### src/rtl/tick_latency_meter_pkg.sv
// Shared types for the tick latency meter: controller state encoding and
// the width of the optional timeout statistics counter.
package tick_latency_meter_pkg;

  typedef enum logic [1:0] {IDLE, MEASURE, REPORT} meter_state_t;

  localparam int STATS_CNT_W = 8;

endpackage

### src/rtl/tick_latency_stats.sv
// Min/max/timeout-count tracker fed by accepted measurements.
// Only instantiated when TICK_LATENCY_METER_STATS_EN is defined.
module tick_latency_stats
  import tick_latency_meter_pkg::*;
#(
  parameter int CNT_W = 16
) (
  input  logic                   clk_i,
  input  logic                   reset_ni,
  input  logic                   accept_i,
  input  logic [CNT_W-1:0]       cycles_i,
  input  logic                   timeout_i,
  input  logic                   clr_i,
  output logic [CNT_W-1:0]       min_cycles_o,
  output logic [CNT_W-1:0]       max_cycles_o,
  output logic [STATS_CNT_W-1:0] n_timeouts_o
);

  // Saturating increment so the timeout count sticks at its maximum.
  function automatic logic [STATS_CNT_W-1:0] sat_inc(input logic [STATS_CNT_W-1:0] v);
    return (v == '1) ? v : v + STATS_CNT_W'(1);
  endfunction

  // Track extremes of good measurements and count timeouts; clear beats acceptance.
  always_ff @(posedge clk_i or negedge reset_ni) begin
    if (!reset_ni) begin
      min_cycles_o <= '1;
      max_cycles_o <= '0;
      n_timeouts_o <= '0;
    end else if (clr_i) begin
      min_cycles_o <= '1;
      max_cycles_o <= '0;
      n_timeouts_o <= '0;
    end else if (accept_i) begin
      if (timeout_i) begin
        n_timeouts_o <= sat_inc(n_timeouts_o);
      end else begin
        if (cycles_i < min_cycles_o) min_cycles_o <= cycles_i;
        if (cycles_i > max_cycles_o) max_cycles_o <= cycles_i;
      end
    end
  end

endmodule

### src/rtl/tick_latency_meter.sv
// Measures the cycle distance from a start tick to the returning echo tick
// and hands one result per start to a valid/ready consumer, or reports a
// timeout when no echo shows up. Defining TICK_LATENCY_METER_STATS_EN adds
// min/max/timeout-count statistics ports.
module tick_latency_meter
  import tick_latency_meter_pkg::*;
#(
  parameter int CNT_W   = 16,
  parameter int TIMEOUT = 1000
) (
  input  logic             clk_i,
  input  logic             reset_ni,
  input  logic             start_i,
  input  logic             echo_i,
  output logic             meas_valid_o,
  input  logic             meas_ready_i,
  output logic [CNT_W-1:0] meas_cycles_o,
  output logic             meas_timeout_o,
  output logic             busy_o
`ifdef TICK_LATENCY_METER_STATS_EN
  ,
  input  logic                   stats_clr_i,
  output logic [CNT_W-1:0]       min_cycles_o,
  output logic [CNT_W-1:0]       max_cycles_o,
  output logic [STATS_CNT_W-1:0] n_timeouts_o
`endif
);

  localparam logic [CNT_W-1:0] TIMEOUT_C = CNT_W'(TIMEOUT);

  meter_state_t     state;
  logic [CNT_W-1:0] count;

  // Controller: count from the start tick, capture on echo or timeout, hold until accepted.
  always_ff @(posedge clk_i or negedge reset_ni) begin
    if (!reset_ni) begin
      state          <= IDLE;
      count          <= '0;
      meas_valid_o   <= 1'b0;
      meas_cycles_o  <= '0;
      meas_timeout_o <= 1'b0;
    end else begin
      case (state)
        IDLE: begin
          // The count starts at 1 so an echo on the very next cycle reads N=1.
          if (start_i) begin
            state <= MEASURE;
            count <= CNT_W'(1);
          end
        end
        MEASURE: begin
          if (echo_i) begin
            state          <= REPORT;
            meas_valid_o   <= 1'b1;
            meas_cycles_o  <= count;
            meas_timeout_o <= 1'b0;
          end else if (count == TIMEOUT_C) begin
            state          <= REPORT;
            meas_valid_o   <= 1'b1;
            meas_cycles_o  <= TIMEOUT_C;
            meas_timeout_o <= 1'b1;
          end else if (start_i) begin
            // A fresh start abandons the one in flight.
            count <= CNT_W'(1);
          end else begin
            count <= count + CNT_W'(1);
          end
        end
        REPORT: begin
          if (meas_ready_i) begin
            state          <= IDLE;
            count          <= '0;
            meas_valid_o   <= 1'b0;
            meas_cycles_o  <= '0;
            meas_timeout_o <= 1'b0;
          end
        end
        default: state <= IDLE;
      endcase
    end
  end

  assign busy_o = (state != IDLE);

`ifdef TICK_LATENCY_METER_STATS_EN
  tick_latency_stats #(
    .CNT_W(CNT_W)
  ) u_stats (
    .clk_i       (clk_i),
    .reset_ni    (reset_ni),
    .accept_i    (meas_valid_o & meas_ready_i),
    .cycles_i    (meas_cycles_o),
    .timeout_i   (meas_timeout_o),
    .clr_i       (stats_clr_i),
    .min_cycles_o(min_cycles_o),
    .max_cycles_o(max_cycles_o),
    .n_timeouts_o(n_timeouts_o)
  );
`endif

endmodule
### config.mk
export PLATFORM = sky130hd
export DESIGN_NAME = tick_latency_meter
export DESIGN_NICKNAME = d
export VERILOG_FILES = /design/src/rtl/tick_latency_meter_pkg.sv /design/src/rtl/tick_latency_stats.sv /design/src/rtl/tick_latency_meter.sv
export SDC_FILE = /design/constraint.sdc
export NUM_CORES = 1
export LEC_CHECK = 0
export CORE_AREA = 2 2 66 68
export CTS_BUF_LIST = sky130_fd_sc_hd__clkbuf_16
export DETAILED_ROUTE_END_ITERATION = 7
export DIE_AREA = 0 0 68 70
export PLACE_DENSITY = 0.74
export SLEW_MARGIN = 40
export SYNTH_ARGS = -nofsm -noshare
export SYNTH_HDL_FRONTEND = slang
export SYNTH_SLANG_ARGS = --single-unit
### constraint.sdc
create_clock -name clk_i -period 4.5 [get_ports clk_i]
set_input_delay 0.675 -clock clk_i [delete_from_list [all_inputs] [get_ports clk_i]]
set_output_delay 0.675 -clock clk_i [all_outputs]
set_load 0.05 [all_outputs]
==> impl_metrics.json, run 1 <==
{
  "status": "finished, final reports clean",
  "relSlewSlack_pct": 44.4,
  "cts_buffer_depth": 2,
  "cts_resized": 0,
  "ys_cells": 189,
  "common_cells": "36 x dfrtp_1, 22 x o21ai_0, 15 x nand2_1",
  "synth_seq_share_pct": 46.7,
  "cts_hold_buf": 0,
  "ys.flop_type": "dfrtp_1",
  "critPathKind": "primary input to flop",
  "finalClockPeriodUsage_pct": 61.5,
  "drc_errors": 0,
  "yosys_area_mm2": 0.00193,
  "synth.area.top_cells": "dfrtp_1 47%, o21ai_0 5.7%, ha_1 5.2%",
  "cap_violations": 0,
  "largest_area_cell": "dfrtp_1",
  "fp_util_pct": 46.5,
  "dp_hpwl_um": 2830,
  "yosysWarnings": 0,
  "ys_async_sr_fraction_pct": 100,
  "chip_area_mm2": 0.00476,
  "synth.distinct_cells": 40,
  "finalPower_mw": 1.40,
  "antennaDiodeCount": 0,
  "cts_tree": "built",
  "nNetsFinal": 226,
  "period_minus_slack_ns": 2.77,
  "syn_area_mm2": 0.00193,
  "p_per_area_mw_per_mm2": 607,
  "chipHeight_um": 70,
  "drtIter0Drc": 147,
  "synthCells": 189,
  "ys_ff": 36,
  "first_pass_iters": 4,
  "rows": 24,
  "grt_start_max_net_pins": 37,
  "drt.antenna.violating_nets": 0,
  "stdcell_count": 265,
  "routed_wl_um": 4310,
  "clockRootBuffer": "clkbuf_16",
  "yosys.area.top_type_share_pct": 46.7,
  "required_ns": 4.68,
  "core_mm2": 0.00414,
  "drive_above_1_share_pct": 14.1,
  "clk_pin_slew_ns": 0.05,
  "warnings": 32,
  "grt_overflow_total": 0,
  "vdd_ir_drop_max_v": 0.000295,
  "wl_per_cell_um": 16.3,
  "finClkSkew_ns": 0.00520,
  "worst_setup_path_start_kind": "primary input",
  "dp_slack_ns": 1.61,
  "synth-edff-count": 0,
  "setup_violations": 0,
  "hold_viol": 0,
  "gp_congestion": 0.837,
  "numPortBuffers": 23,
  "final_cell_area_mm2": 0.00231,
  "rsz0062_at_grt": "no",
  "post_cts_buffers": 0,
  "clock-sinks": 36,
  "die-width_um": 68,
  "syn_nets": 202,
  "place_inst": 258,
  "crit_arrival_ns": 2.95,
  "vias": 1577,
  "grt_pass1_vias": 1531,
  "htree_levels": 2,
  "grt_pass1_wl_um": 7440,
  "antenna_found_initial": 0,
  "leakage_nw": 0.990,
  "crit_path_max_fanout": 17,
  "insertion_delay_ns": 0.27,
  "place_area_mm2": 0.00217,
  "fin_setup_tns_ns": 0,
  "syn_avg_cell_area_um2": 10.2,
  "most_common_cell": "dfrtp_1",
  "syn_to_final_growth_pct": 20.0,
  "grt_usage_pct": 20.5,
  "worst_pin_slew_ns": 0.829,
  "cts_buffers": 5,
  "via_per_inst": 5.95,
  "io_pins": 24,
  "setup_ws_ns": 1.73,
  "fmax_ghz": 0.362,
  "worstHoldPathType": "flop to flop",
  "maxSlewViolCount": 0,
  "cp-end-kind": "flop"
}
[run 1: cell usage in the layout, fill, tap and decap left out, types with 2 or more instances in the layout]
| master | instances |
|---|---|
| dfrtp_1 | 36 |
| clkdlybuf4s50_1 | 23 |
| o21ai_0 | 22 |
| nand2_1 | 15 |
| inv_1 | 12 |
| nor2_1 | 12 |
| a22o_1 | 10 |
| ha_1 | 8 |
| a22o_2 | 7 |
| a21oi_1 | 7 |
| nand2b_1 | 6 |
| nand3_1 | 5 |
| nand4_1 | 5 |
| clkbuf_16 | 5 |
| nor2_2 | 3 |
| o21ai_1 | 3 |
| a31oi_1 | 3 |
| o31ai_1 | 3 |
| nor4_1 | 2 |
| and3_1 | 2 |
| nor3_1 | 2 |
| a21oi_2 | 2 |
[run 1: metrics by stage]
| step | hold WS [ns] | util (%) |
|---|---|---|
| after floorplan | 0.379 | - |
| after global placement | 0.466 | 52.4 |
| after detailed placement | 0.476 | 52.4 |
| after CTS | 0.487 | 55.6 |
| after global routing | 0.508 | 55.8 |
| final | 0.481 | 55.8 |
[run 1: registers in the layout, summed over array words and instances, names as in the netlist]
register / cells
meas_valid_o: 1
state: 2
count: 16
meas_timeout_o: 1
meas_cycles_o: 16
[run 1: worst max-delay path: stages]
cell and delay (ns):
clkdlybuf4s50_1 0.49, nand3b_1 0.57, nor3_2 0.81, nand4_1 0.19
o21ai_0 0.21
[run 1: cell type report]
class                      instances  area, um^2
timing repair buffer              24         238
fill                             376        1830
tap                               52        65.1
sequential                        36         901
multi-input combinational        135         935
clock inverter                     2        8.76
clock buffer                       5         125
inverter                          11        41.3
[run 1: kinds of logic (layout without fill, tap and decap cells)]
family	after synthesis	in the layout	synth area share (%)
AOI/OAI and AO/OA	66	66	25.7
adders and majority gates	8	8	5.19
buffers and inverters	18	42	5.26
DFF	36	36	46.7
and+or+nand+nor	61	61	17.1
[run 1: layer usage]
metal / vias to the layer above / track usage, % / share of wire [%]
met1: 774 / 27.5 / 44
met2: 49 / 31.5 / 49
li1: 746 / - / -
met5: - / 0 / 0
met4: 0 / 8.89 / 2.1
met3: 8 / 4.19 / 4.9
[run 1: power breakdown]
part	switching, mW	internal, mW	total (mW)
logic	0.440	0.222	0.662
registers	0.0435	0.383	0.426
clock network	0.118	0.198	0.316
[run 1: final timing paths]
check	slack (ns)	start	cells after the start	end
max	1.73	start_i	5	count[3]$_DFFE_PN0P_
min	0.48	meas_timeout_o$_DFFE_PN0P_	2	meas_timeout_o$_DFFE_PN0P_
max reg2reg	1.78	state[0]$_DFFE_PN0P_	6	count[3]$_DFFE_PN0P_
min reg2reg	0.48	meas_timeout_o$_DFFE_PN0P_	2	meas_timeout_o$_DFFE_PN0P_
max in group asynchronous	3.35	reset_ni	2	count[6]$_DFFE_PN0P_
min in group asynchronous	0.81	reset_ni	2	meas_timeout_o$_DFFE_PN0P_
### Clock wiring as the flow saved it, run 1

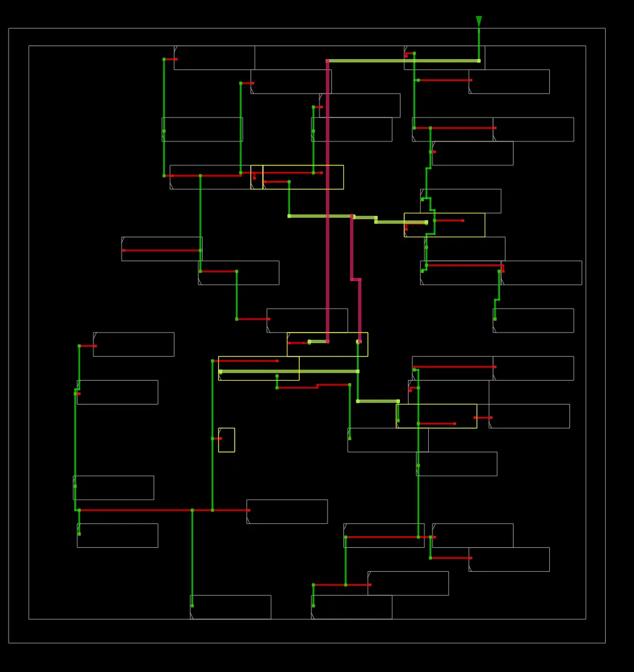
flip-flops: 36
# clk buffers: 5

### A small window of the routed layout, run 1

Scale bar: 5 um. Window x 24 to 44, y 39 to 59 um. Cells in gray, sequential cells in the stronger gray; small squares are vias.
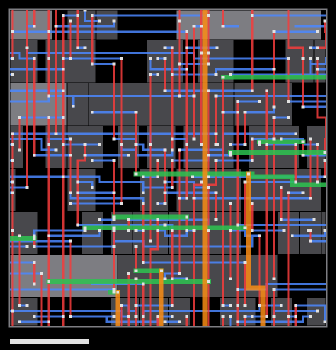
Key: red = M2; blue = M1; green = M3; orange = M4
Sequential cells in the window: 2. Netlist names of flops here include count (2). 38 logic cells have their middle in the window. Most frequent: nand2_1 (4), inv_1 (3), nor2_1 (3).

### Wiring heat map, run 1

14 x 14 tiles, from white (low) to dark blue (high), scaled to the fullest tile. Values are wire area over tile area, all layers added.
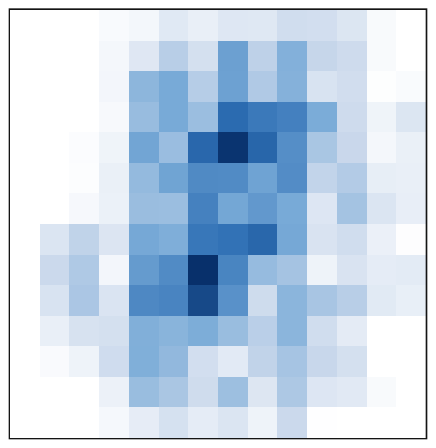
The mean over all tiles is 0.14. The fullest tile reaches 0.59. 22% of the tiles are nearly empty. 17% of the tiles are over half the peak. The emptiest ninth of the die: north-west.

## Run 2: what changed since run 1
- clock period: 4.5 -> 2.8 ns (I/O delays scaled with it)
### Wiring heat map, run 2

14 x 14 tiles, from white (low) to dark blue (high), scaled to the fullest tile. Values are wire area over tile area, all layers added.
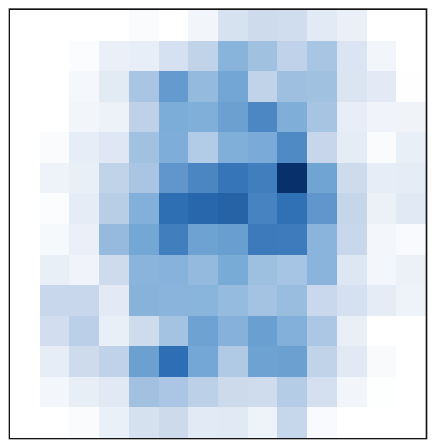
18% of the tiles are nearly empty. The densest ninth of the die: center. The mean over all tiles is 0.14.

### Pin map, run 2

Scale bar: 20 um. Pins as bars across the die edge, other pins in gray.
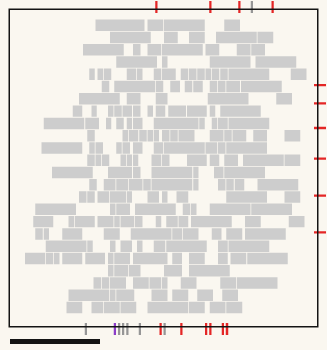
Key: red = meas_cycles_o [pins 16, direction output, edge 6 east, 6 south, 4 north]; purple = meas_ready_i [pins 1, direction input, edge south]
All pins by edge: 13 south, 6 east, 5 north.

### Gate families picked out, run 2

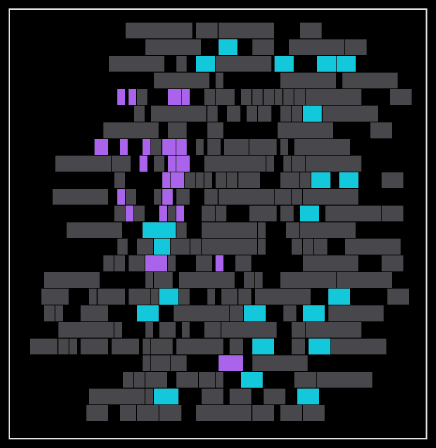
Key: purple = nor cells [cells 22, most used nor2_1]; cyan = non-inverting ao/oa cells [cells 21, most used a22o_1]

==> run 2 against run 1 <==
  * Utilization up 1.8 points
  * Non-clock buffer count grew 7
  * Synthesized area stayed put
  * Highest routed layer unchanged
  * First-iteration DRC count increased by 1.4%
  * Routed wire length shrank 2.1%
  * Design area up 3.2%
  * Global-route usage fell by 0.052 points
  * Cell count grew 3.0%
  * Total power grew 69%
  * Sequential cell count unchanged
  * Count of clock-buffer cells in the layout stayed put
==> impl_metrics.json, run 2 <==
{
  "status": "finished, final reports clean",
  "ys_cells": 189,
  "syn_to_final_growth_pct": 23.8,
  "synth.area.top_cells": "dfrtp_1 47%, o21ai_0 5.7%, ha_1 5.2%",
  "required_ns": 3.02,
  "io_pins": 24,
  "nNetsFinal": 233,
  "crit_arrival_ns": 2.56,
  "vias": 1571,
  "p_per_area_mw_per_mm2": 996,
  "wl_per_cell_um": 15.5,
  "dp_hpwl_um": 2930,
  "syn_avg_cell_area_um2": 10.2,
  "synth_seq_share_pct": 46.7,
  "maxSlewViolCount": 0,
  "routed_wl_um": 4220,
  "met2_usage_pct": 30.0,
  "finClkSkew_ns": 0.00546,
  "largest_area_cell": "dfrtp_1",
  "cts_resized": 0,
  "drtIter0Drc": 149,
  "ys.flop_type": "dfrtp_1",
  "comb_area_um2": 926,
  "yosys.area.top_type_share_pct": 46.7,
  "register_area_um2": 901,
  "cts_tree": "built",
  "ys_ff": 36,
  "worstHoldPathType": "flop to flop",
  "insertion_delay_ns": 0.27,
  "worst_pin_slew_ns": 0.503,
  "final_common_cell": "dfrtp_1",
  "largest_registers": "count (16), meas_cycles_o (16), state (2)",
  "fin_setup_tns_ns": 0,
  "chip_area_mm2": 0.00476,
  "numPortBuffers": 23,
  "slowest_delay_ns": 0.62,
  "clock-sinks": 36,
  "setup_violations": 0,
  "grt_usage_pct": 20.4,
  "synthCells": 189,
  "leakage_nw": 1.04,
  "fmax_ghz": 0.426,
  "crit_family": "simple AND/OR/NAND/NOR gates",
  "critPathSlowestCell": "or4b_2",
  "cts_buffer_depth": 2,
  "grt_pass1_wl_um": 7360,
  "hold_viol": 0,
  "grt_pass1_vias": 1554,
  "warnings": 32,
  "grtUsageMet3_pct": 4.35,
  "period_minus_slack_ns": 2.35,
  "fillers": 369,
  "clockRootBuffer": "clkbuf_16",
  "die-width_um": 68,
  "final_util_pct": 57.6,
  "drt.antenna.violating_nets": 0,
  "rows": 24,
  "finalClockPeriodUsage_pct": 83.9,
  "vdd_ir_drop_max_v": 0.000687,
  "drc_errors": 0,
  "antenna_found_initial": 0,
  "r2r_slack_ns": 0.45,
  "crit_chain": "ha_1, nand4_1, nor4_1, or4b_2, o221ai_1, a22o_1",
  "core_mm2": 0.00414,
  "post_cts_buffers": 0,
  "via_per_inst": 5.75,
  "htree_levels": 2,
  "crit_path_max_fanout": 7,
  "use_met1_pct": 28.8,
  "cp-end-kind": "flop",
  "yosys_area_mm2": 0.00193,
  "grt-busiest-layer": "met2",
  "worst_setup_path_start_kind": "flop",
  "syn_nets": 202
}
==> run 2: cell count changes in the layout (fill, tap and decap cells not counted), sizes merged <==
cell	change
bufinv	+1
buf	+7
==> run 2: cells by family (layout without fill, tap and decap cells) <==
group / Yosys count / after routing / synth area share (%)
and+or+nand+nor: 61 / 61 / 17.1
adders and majority gates: 8 / 8 / 5.19
DFF: 36 / 36 / 46.7
buffers and inverters: 18 / 50 / 5.26
AOI/OAI and AO/OA: 66 / 66 / 25.7
==> run 2: stage by stage <==
stage                     total power [mW]  cell area, um^2  setup slack, ns  std cells  hold slack [ns]
final                                 2.38             2390            0.452        273            0.485
after global routing                  2.52             2390            0.320        273            0.518
after CTS                             2.40             2390            0.467        273            0.491
after detailed placement              1.77             2220            0.304        265            0.473
after global placement                1.75             2220            0.349        265            0.467
after floorplan                       1.49             1930            0.559        189            0.124
==> run 2: final timing paths <==
| path | from | cells past startpoint | endpoint |
|---|---|---|---|
| max | count[1]$_DFFE_PN0P_ | 6 | count[14]$_DFFE_PN0P_ |
| min | meas_timeout_o$_DFFE_PN0P_ | 2 | meas_timeout_o$_DFFE_PN0P_ |
| max reg2reg | count[1]$_DFFE_PN0P_ | 6 | count[14]$_DFFE_PN0P_ |
| min reg2reg | meas_timeout_o$_DFFE_PN0P_ | 2 | meas_timeout_o$_DFFE_PN0P_ |
| max in group asynchronous | reset_ni | 2 | count[11]$_DFFE_PN0P_ |
| min in group asynchronous | reset_ni | 2 | meas_valid_o$_DFFE_PN0P_ |
==> run 2: tightest hold or removal path, stage by stage (launching register included) <==
cell and delay (ns):
dfrtp_1 0.34, nand2_1 0.05, o31ai_1 0.06
==> run 2: cell type report <==
cell class	count	share of cell area (%)
well taps	52	2.73
repair buffers	31	12.2
clock inverters	3	1.62
clock buffers	5	5.24
multi-input cells	135	38.8
inverters	11	1.73
flip-flops and latches	36	37.7
==> run 2: layer usage <==
metal  vias to the layer above  share of wire [%]
met4                         0                2.0
met5                         -                  0
met1                       757                 46
met3                         7                4.4
li1                        763                  -
met2                        44                 48
==> run 2: power by group <==
part           internal, mW  switching (mW)
combinational         0.372           0.708
clock                 0.414           0.196
sequential            0.615          0.0729
total                  1.40           0.976
## Run 3: what changed since run 2
- PLACE_DENSITY: 0.74 -> 0.77
- clock period: 2.8 -> 2.1 ns (I/O delays scaled with it)
### Gate families picked out, run 3

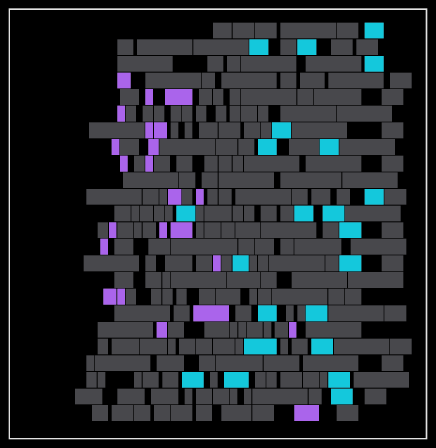
Key: purple = nor cells [cells 23, most used nor2_1]; cyan = non-inverting ao/oa cells [cells 22, most used a22o_1]

### Pin map, run 3

Scale bar: 20 um. Pins as bars across the die edge, other pins in gray.
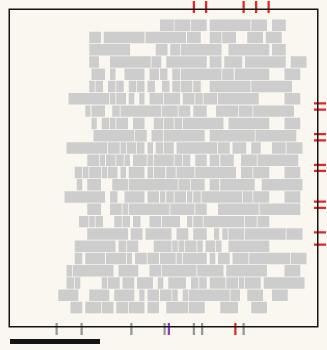
Key: red = meas_cycles_o [pins 16, direction output, edge 10 east, 5 north, 1 south]; purple = meas_ready_i [pins 1, direction input, edge south]
All pins by edge: 10 east, 9 south, 5 north.

### Clock wiring as the flow saved it, run 3

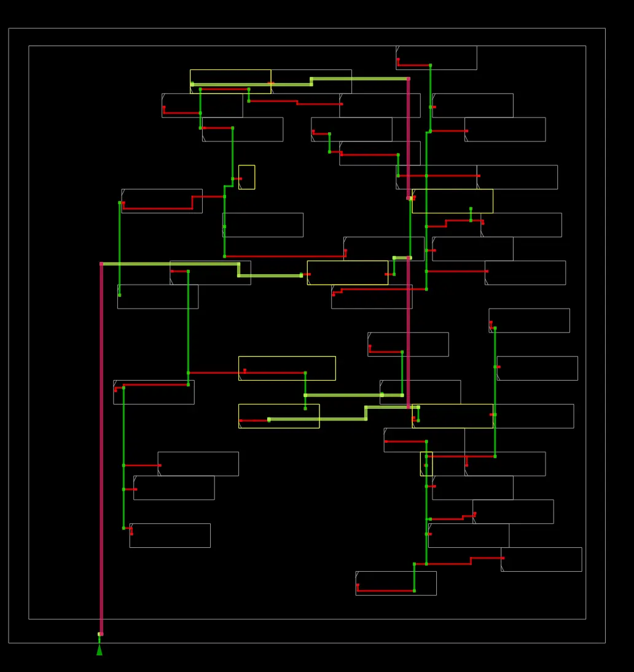
Worst Skew: 0.00233 ns
CTS buffer count: 5
clk ins delay skew pair: 0.28 ns
# clock sinks: 36

==> run 3 against run 2 <==
  * The flow now finishes with violations (negative setup slack)
  * Via count up 19%
  * Maximum frequency rose by 12%
  * Total power rose by 50%
  * Hold slack got worse by 0.046 ns
  * Critical path type unchanged
  * Non-clock buffer count is 32 higher
  * Worst setup slack worse by 0.45 ns
  * Clock skew fell by 0.0031 ns
  * Design area up 16%
  * Critical endpoint is now meas_cycles_o[9]$_DFFE_PN0P_
  * Global-route usage increased by 3.3 points
  * Register-to-register slack got worse by 0.45 ns
  * Largest power group unchanged
  * Synthesized area is the same
==> impl_metrics.json, run 3 <==
{
  "ys_cells": 189,
  "crit_chain": "or4_4, o41ai_4, buf_6, o211ai_4, a22o_2",
  "regToRegStartpoint": "count[10]$_DFFE_PN0P_",
  "grt_overflow_total": 0,
  "chip_area_mm2": 0.00476,
  "io_pins": 24,
  "met2_usage_pct": 36.6,
  "yosys_area_mm2": 0.00193,
  "place_area_mm2": 0.00243,
  "place_inst": 289,
  "numPortBuffers": 23,
  "relSlewSlack_pct": 49.3,
  "yosys.area.top_type_share_pct": 46.7,
  "yosysWarnings": 0,
  "layout_top_cells": "39 x buf_4, 36 x dfrtp_1, 22 x clkdlybuf4s50_1",
  "syn_area_mm2": 0.00193,
  "final_cell_area_mm2": 0.00276,
  "setup_violations": 1,
  "htree_levels": 2,
  "cap_violations": 0,
  "required_ns": 2.27,
  "clockRootBuffer": "clkbuf_16",
  "worstRegToRegCells": 5,
  "cp-end-kind": "flop",
  "warnings": 34,
  "synth.distinct_cells": 40,
  "ys_async_sr_fraction_pct": 100,
  "vias": 1863,
  "crit_buf_inv": 1,
  "period_minus_slack_ns": 2.10,
  "crit_family": "AND-OR/OR-AND gates",
  "grt_pass1_wl_um": 8270,
  "r2r_slack_ns": -0.0006,
  "ys_ff": 36,
  "hold_viol": 0,
  "syn_to_final_growth_pct": 43.2,
  "synth.area.top_cells": "dfrtp_1 47%, o21ai_0 5.7%, ha_1 5.2%",
  "core_mm2": 0.00414,
  "rsz0062_at_grt": "yes",
  "rows": 24,
  "syn_avg_cell_area_um2": 10.2,
  "die-width_um": 68,
  "cts_tree": "built",
  "vdd_ir_drop_max_v": 0.000553,
  "clk_pin_slew_ns": 0.05,
  "grt_pass1_vias": 1657,
  "critPathSlowestCell": "or4_4",
  "synthCells": 189,
  "finalPower_mw": 3.57,
  "via_per_inst": 6.03,
  "most_common_cell": "dfrtp_1",
  "common_cells": "36 x dfrtp_1, 22 x o21ai_0, 15 x nand2_1",
  "dp_hpwl_um": 3300,
  "drive_above_1_share_pct": 32.7,
  "stdcell_count": 309,
  "drtIter0Drc": 229,
  "cts_buffer_depth": 2,
  "grtUsageMet3_pct": 5.15,
  "violations": "negative setup slack",
  "maxSlewViolCount": 0,
  "wl_per_cell_um": 18.0,
  "crit_path_max_fanout": 6,
  "synth_seq_share_pct": 46.7,
  "worst_pin_slew_ns": 0.757,
  "drt.antenna.violating_nets": 0,
  "critPathKind": "flop to flop",
  "worst_setup_path_start_kind": "flop",
  "first_pass_iters": 5,
  "p_per_area_mw_per_mm2": 1290,
  "finalClockPeriodUsage_pct": 100,
  "dp_slack_ns": -0.192,
  "final_common_cell": "buf_4",
  "grt_usage_pct": 23.7,
  "largest_registers": "count (16), meas_cycles_o (16), state (2)",
  "setup_ws_ns": -0.000590,
  "routed_wl_um": 5550,
  "slowest_delay_ns": 0.55,
  "grt_start_max_net_pins": 37,
  "ys.flop_type": "dfrtp_1",
  "largest_area_cell": "dfrtp_1",
  "synth-edff-count": 0,
  "worstHoldPathType": "primary input to async pin",
  "status": "finished, violations left",
  "antenna_found_initial": 0,
  "leakage_nw": 1.24,
  "fp_util_pct": 46.5,
  "fmax_ghz": 0.476,
  "gp_congestion": 0.816,
  "fin_setup_tns_ns": -0.000590,
  "cts_hold_buf": 0,
  "grt-busiest-layer": "met2",
  "syn_nets": 202,
  "drc_errors": 0,
  "antennaDiodeCount": 0,
  "crit_arrival_ns": 2.27,
  "use_met1_pct": 30.1,
  "chipHeight_um": 70,
  "rr_endpoint": "meas_cycles_o[9]$_DFFE_PN0P_",
  "nNetsFinal": 269
}
run 3: repair_timing:
action	in CTS	in global routing
endpoints found under the setup margin	30	16
setup buffers	1	7
gates resized	3	16
endpoints found under the hold margin	0	0
pin swaps	2	17
gates cloned	1	4
run 3: worst reg2reg max path, stage by stage, from the launching register on:
cell and delay, ns:
dfrtp_1 0.39, or4_4 0.56, o41ai_4 0.43, buf_6 0.21
o211ai_4 0.12, a22o_2 0.28
run 3: report_power, final:
part	leakage, nW	internal, mW	switching, mW	total, mW
combinational	0.671	0.694	1.15	1.84
sequential	0.482	0.820	0.0744	0.895
clock	0.0850	0.553	0.283	0.837
run 3: how the worst max path moves through the flow:
stage	to	start	depth (start not counted)	slack, ns
global route	count[14]$_DFFE_PN0P_	count[0]$_DFFE_PN0P_	8	-0.07
CTS	count[14]$_DFFE_PN0P_	count[0]$_DFFE_PN0P_	8	0.02
global placement	count[3]$_DFFE_PN0P_	start_i	6	-0.28
detailed placement	count[14]$_DFFE_PN0P_	start_i	7	-0.19
floorplan	meas_cycles_o[0]$_DFFE_PN0P_	count[12]$_DFFE_PN0P_	5	-0.08
finish	meas_cycles_o[9]$_DFFE_PN0P_	count[10]$_DFFE_PN0P_	5	-0.0006
run 3: kinds of logic after synthesis:
| logic type | synth area share (%) |
|---|---|
| AOI/OAI and AO/OA | 25.7 |
| and+or+nand+nor | 17.1 |
| DFF | 46.7 |
| buffers and inverters | 5.26 |
| adders and majority gates | 5.19 |
run 3: stage by stage:
| stage | util [%] | hold WS, ns |
|---|---|---|
| after floorplan | - | 0.0194 |
| after global placement | 58.6 | 0.469 |
| after detailed placement | 58.7 | 0.475 |
| after CTS | 63.6 | 0.467 |
| after global routing | 66.6 | 0.495 |
| final | 66.6 | 0.439 |
run 3: final cells by class:
class	count	area, um^2
repair buffers	63	536
clock inverters	3	38.8
flip-flops and latches	36	901
inverters	11	41.3
well taps	52	65.1
clock buffers	5	125
multi-input cells	139	1050
fillers	306	1380
run 3: layer usage:
layer  wire, um  vias to the layer above
met4        235                        0
met5          0                        -
li1           -                      843
met2       2770                       88
met3        309                       24
met1       2230                      908
Power and IR drop assume default switching activity.
